$ cat src/rtl/fault_mem_pkg.sv
// fault_mem_pkg: shared definitions for the fault-injecting memory responder.
//   AW_DEF / DW_DEF / NFAULT_DEF : default address width, data width and
//                                  number of fault table entries
//   state_t                      : INIT (post-reset clear sweep) / RUN
//   fault_entry_t                : one fault table entry {en, addr, sa0, sa1}
//   sat_inc                      : saturating increment for the statistics counters
package fault_mem_pkg;

  localparam int AW_DEF     = 8;
  localparam int DW_DEF     = 8;
  localparam int NFAULT_DEF = 4;

  typedef enum logic {
    INIT = 1'b0,
    RUN  = 1'b1
  } state_t;

  // Field widths follow the package defaults; the modules are instantiated
  // with matching AW/DW.
  typedef struct packed {
    logic              en;
    logic [AW_DEF-1:0] addr;
    logic [DW_DEF-1:0] sa0;
    logic [DW_DEF-1:0] sa1;
  } fault_entry_t;

  // Increment v by one, stopping at max_v. Callers cast to their counter width.
  function automatic logic [31:0] sat_inc(input logic [31:0] v, input logic [31:0] max_v);
    return (v >= max_v) ? max_v : v + 32'd1;
  endfunction

endpackage

$ cat src/rtl/fault_mem_ftab.sv
// fault_mem_ftab: NFAULT-entry stuck-at fault table.
//   clock, reset         : clock / synchronous active-high reset (clears all entries)
//   wr_en, wr_idx        : write one entry (wr_idx outside the table is ignored)
//   wr_entry_en, wr_addr,
//   wr_sa0, wr_sa1       : contents of the entry being written
//   addr, raw            : lookup address and the raw stored word
//   faulted              : raw word with all matching enabled entries applied
//   hit                  : faulted differs from raw
module fault_mem_ftab
  import fault_mem_pkg::*;
#(
  parameter int AW     = AW_DEF,
  parameter int DW     = DW_DEF,
  parameter int NFAULT = NFAULT_DEF
) (
  input  logic                      clock,
  input  logic                      reset,
  input  logic                      wr_en,
  input  logic [$clog2(NFAULT)-1:0] wr_idx,
  input  logic                      wr_entry_en,
  input  logic [AW-1:0]             wr_addr,
  input  logic [DW-1:0]             wr_sa0,
  input  logic [DW-1:0]             wr_sa1,
  input  logic [AW-1:0]             addr,
  input  logic [DW-1:0]             raw,
  output logic [DW-1:0]             faulted,
  output logic                      hit
);

  fault_entry_t table_reg [NFAULT];
  fault_entry_t entry_next;

  always_comb begin
    entry_next      = '0;
    entry_next.en   = wr_entry_en;
    entry_next.addr = wr_addr;
    entry_next.sa0  = wr_sa0;
    entry_next.sa1  = wr_sa1;
  end

  always_ff @(posedge clock) begin
    if (reset) begin
      for (int i = 0; i < NFAULT; i++) begin
        table_reg[i] <= '0;
      end
    end else if (wr_en) begin
      for (int i = 0; i < NFAULT; i++) begin
        if (int'(wr_idx) == i) begin
          table_reg[i] <= entry_next;
        end
      end
    end
  end

  // Entries are applied in ascending index order, so a later entry on the
  // same address sees the output of the earlier ones. Within one entry sa1
  // is OR-ed last, so a bit set in both masks ends up 1.
  always_comb begin
    faulted = raw;
    for (int i = 0; i < NFAULT; i++) begin
      if (table_reg[i].en && (table_reg[i].addr == addr)) begin
        faulted = (faulted & ~table_reg[i].sa0) | table_reg[i].sa1;
      end
    end
  end

  assign hit = (faulted != raw);

endmodule

$ cat src/rtl/fault_mem.sv
// fault_mem: responder side of the memory tester interface. A 2**AW x DW
// synchronous RAM with programmable stuck-at faults on the read path.
// After reset the whole array is swept to zero (busy high), then every
// cycle is a read (registered, 1-cycle latency, read-before-write).
//   clock, reset              : rising-edge clock / synchronous active-high reset
//   we, wra, wrd              : tester write port (ignored while busy)
//   rda, rdd                  : tester read address / registered faulted data
//   busy                      : clear sweep in progress
//   cfg_valid, cfg_ready      : fault table config handshake (one bubble after
//                               each accepted transfer)
//   cfg_idx, cfg_en, cfg_addr,
//   cfg_sa0, cfg_sa1          : fault table entry being configured
//   wr_count, rd_count,
//   fault_hits                : saturating statistics counters
// Optional build macro MEM_PARITY_EN adds a stored even-parity bit per word
// and the outputs parity_err (one-cycle pulse aligned with rdd) and
// parity_errs (saturating count).
module fault_mem
  import fault_mem_pkg::*;
#(
  parameter int AW     = AW_DEF,
  parameter int DW     = DW_DEF,
  parameter int NFAULT = NFAULT_DEF
) (
  input  logic                      clock,
  input  logic                      reset,
  input  logic                      we,
  input  logic [AW-1:0]             wra,
  input  logic [DW-1:0]             wrd,
  input  logic [AW-1:0]             rda,
  output logic [DW-1:0]             rdd,
  output logic                      busy,
  input  logic                      cfg_valid,
  output logic                      cfg_ready,
  input  logic [$clog2(NFAULT)-1:0] cfg_idx,
  input  logic                      cfg_en,
  input  logic [AW-1:0]             cfg_addr,
  input  logic [DW-1:0]             cfg_sa0,
  input  logic [DW-1:0]             cfg_sa1,
  output logic [AW:0]               wr_count,
  output logic [AW:0]               rd_count,
  output logic [AW:0]               fault_hits
`ifdef MEM_PARITY_EN
  ,
  output logic                      parity_err,
  output logic [AW:0]               parity_errs
`endif
);

  localparam logic [31:0] CNT_MAX = (32'd1 << (AW + 1)) - 32'd1;

`ifdef MEM_PARITY_EN
  localparam int MW = DW + 1;   // parity bit kept in the MSB
`else
  localparam int MW = DW;
`endif

  state_t        state_reg, state_next;
  logic [AW-1:0] ptr_reg, ptr_next;
  logic          bubble_reg;
  logic          running;
  logic          cfg_fire;

  logic [MW-1:0] mem [2**AW];
  logic          mem_we;
  logic [AW-1:0] mem_wa;
  logic [MW-1:0] mem_wd;
  logic [MW-1:0] rd_word;
  logic [DW-1:0] raw_word;
  logic [DW-1:0] faulted_word;
  logic          fault_hit;

  assign running   = (state_reg == RUN);
  assign busy      = ~running;
  assign cfg_ready = running & ~bubble_reg;
  assign cfg_fire  = cfg_valid & cfg_ready;

  // FSM: state register
  always_ff @(posedge clock) begin
    if (reset) begin
      state_reg <= INIT;
      ptr_reg   <= '0;
    end else begin
      state_reg <= state_next;
      ptr_reg   <= ptr_next;
    end
  end

  // FSM: next state. The sweep leaves INIT right after the last word is cleared.
  always_comb begin
    state_next = state_reg;
    ptr_next   = ptr_reg;
    case (state_reg)
      INIT: begin
        ptr_next = ptr_reg + 1'b1;
        if (ptr_reg == '1) begin
          state_next = RUN;
        end
      end
      RUN: begin
        state_next = RUN;
      end
      default: state_next = INIT;
    endcase
  end

  // Single write port shared between the clear sweep and the tester.
  always_comb begin
    mem_we = 1'b0;
    mem_wa = ptr_reg;
    mem_wd = '0;
    if (!reset) begin
      if (running) begin
        mem_we = we;
        mem_wa = wra;
`ifdef MEM_PARITY_EN
        mem_wd = {^wrd, wrd};
`else
        mem_wd = wrd;
`endif
      end else begin
        mem_we = 1'b1;
      end
    end
  end

  always_ff @(posedge clock) begin
    if (mem_we) begin
      mem[mem_wa] <= mem_wd;
    end
  end

  // Read before write: the array read sees the contents prior to this edge.
  assign rd_word  = mem[rda];
  assign raw_word = rd_word[DW-1:0];

  fault_mem_ftab #(
    .AW     (AW),
    .DW     (DW),
    .NFAULT (NFAULT)
  ) u_ftab (
    .clock       (clock),
    .reset       (reset),
    .wr_en       (cfg_fire),
    .wr_idx      (cfg_idx),
    .wr_entry_en (cfg_en),
    .wr_addr     (cfg_addr),
    .wr_sa0      (cfg_sa0),
    .wr_sa1      (cfg_sa1),
    .addr        (rda),
    .raw         (raw_word),
    .faulted     (faulted_word),
    .hit         (fault_hit)
  );

  // Registered read data, handshake bubble and statistics.
  always_ff @(posedge clock) begin
    if (reset) begin
      rdd        <= '0;
      bubble_reg <= 1'b0;
      wr_count   <= '0;
      rd_count   <= '0;
      fault_hits <= '0;
    end else if (running) begin
      rdd        <= faulted_word;
      bubble_reg <= cfg_fire;
      rd_count   <= (AW+1)'(sat_inc(32'(rd_count), CNT_MAX));
      if (we) begin
        wr_count <= (AW+1)'(sat_inc(32'(wr_count), CNT_MAX));
      end
      if (fault_hit) begin
        fault_hits <= (AW+1)'(sat_inc(32'(fault_hits), CNT_MAX));
      end
    end else begin
      rdd        <= '0;
      bubble_reg <= 1'b0;
    end
  end

`ifdef MEM_PARITY_EN
  logic parity_bad;

  // Parity is stored from the raw write data, so any fault that flips an
  // odd number of bits shows up here.
  assign parity_bad = (^faulted_word) != rd_word[DW];

  always_ff @(posedge clock) begin
    if (reset) begin
      parity_err  <= 1'b0;
      parity_errs <= '0;
    end else if (running) begin
      parity_err <= parity_bad;
      if (parity_bad) begin
        parity_errs <= (AW+1)'(sat_inc(32'(parity_errs), CNT_MAX));
      end
    end else begin
      parity_err <= 1'b0;
    end
  end
`endif

endmodule
$ cat config.mk
export PLATFORM = sky130hd
export DESIGN_NAME = fault_mem
export DESIGN_NICKNAME = d
export VERILOG_FILES = /design/src/rtl/fault_mem_pkg.sv /design/src/rtl/fault_mem_ftab.sv /design/src/rtl/fault_mem.sv
export SDC_FILE = /design/constraint.sdc
export NUM_CORES = 2
export LEC_CHECK = 0
export CAP_MARGIN = 20
export CORE_ASPECT_RATIO = 0.5
export CORE_UTILIZATION = 50
export CTS_CLUSTER_DIAMETER = 50
export DETAILED_ROUTE_END_ITERATION = 7
export PLACE_DENSITY = 0.7
export SLEW_MARGIN = 20
export SYNTH_ARGS = -nofsm -noshare
export SYNTH_HDL_FRONTEND = slang
export SYNTH_SLANG_ARGS = --single-unit
export TNS_END_PERCENT = 1
$ cat constraint.sdc
create_clock -name clock -period 8.6 [get_ports clock]
set_input_delay 1.72 -clock clock [delete_from_list [all_inputs] [get_ports clock]]
set_output_delay 1.72 -clock clock [all_outputs]
set_load 0.02 [all_outputs]
==> Changelog: implementation <==
## Flow update

* Status: completed
* Antenna violations before repair at 10
* Most frequent logic cell in the layout: edfxtp_1
* Worst Hold Launch: fault_hits[3]
* Final hold vios at 0
* Skew final at 0.0322 ns
* TritonCTS clock tree: yes
* Slew @ Worst Pin at 1.28 ns
* CP Cell Sequence: buf_8 > buf_4 > mux4_2 > a22oi_1 > a21oi_1 > nor4_1 > buf_4 > or4_1 > a221o_1 > o21ai_1 > or4b_4 > nor3_4 > nor2_2 > o221a_1
* CP max-delay cell: nor4_1
* P_clk at 8.37 mW
* Arrival time worst endpoint at 7.22 ns
* Post-synth top area cell: edfxtp_1
* Max Slew Vio Count at 0
* GRT overflow at 0
* Main logic family: multiplexers
* CP Class: in -> reg
* Logic pwr share at 4.1%
* Power, Total at 20.8 mW
* Yosys cell count at 4529
* Clk slew on worst S/H paths at 0.06 ns
* Slew headroom at 13.7%
* Setup crit end kind: flop
* Cell area leaders: edfxtp_1, mux4_2, mux2i_1
Fig. 1: track usage over the die
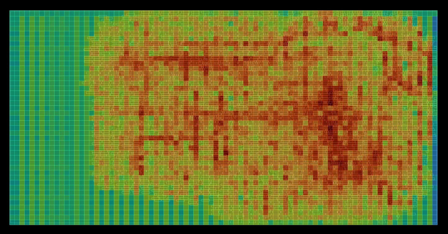
grt met1 use: 36.1%
busiest layer in global routing: met2

Fig. 2: the metal 1 layer
Scale bar: 200 um. Supply wires on this layer in grey.
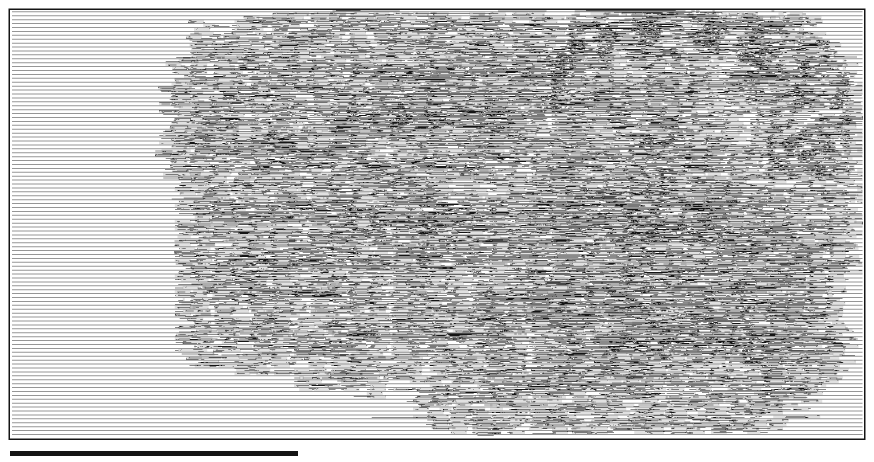
- main direction: horizontal
- longest straight run: 115 um
- wire length on this layer: 87.1 mm
vias: 45894
final WL: 225000 um

Fig. 3: signal wires by layer
Two of the layers only.
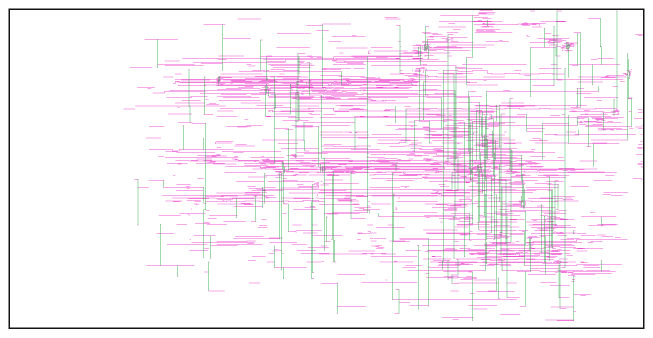
- met3: magenta (wire length 28.2 mm)
- met4: green (wire length 7490 um)
gr usage total: 25.4%
wire per inst: 31.6 um

Power and IR drop assume default switching activity.
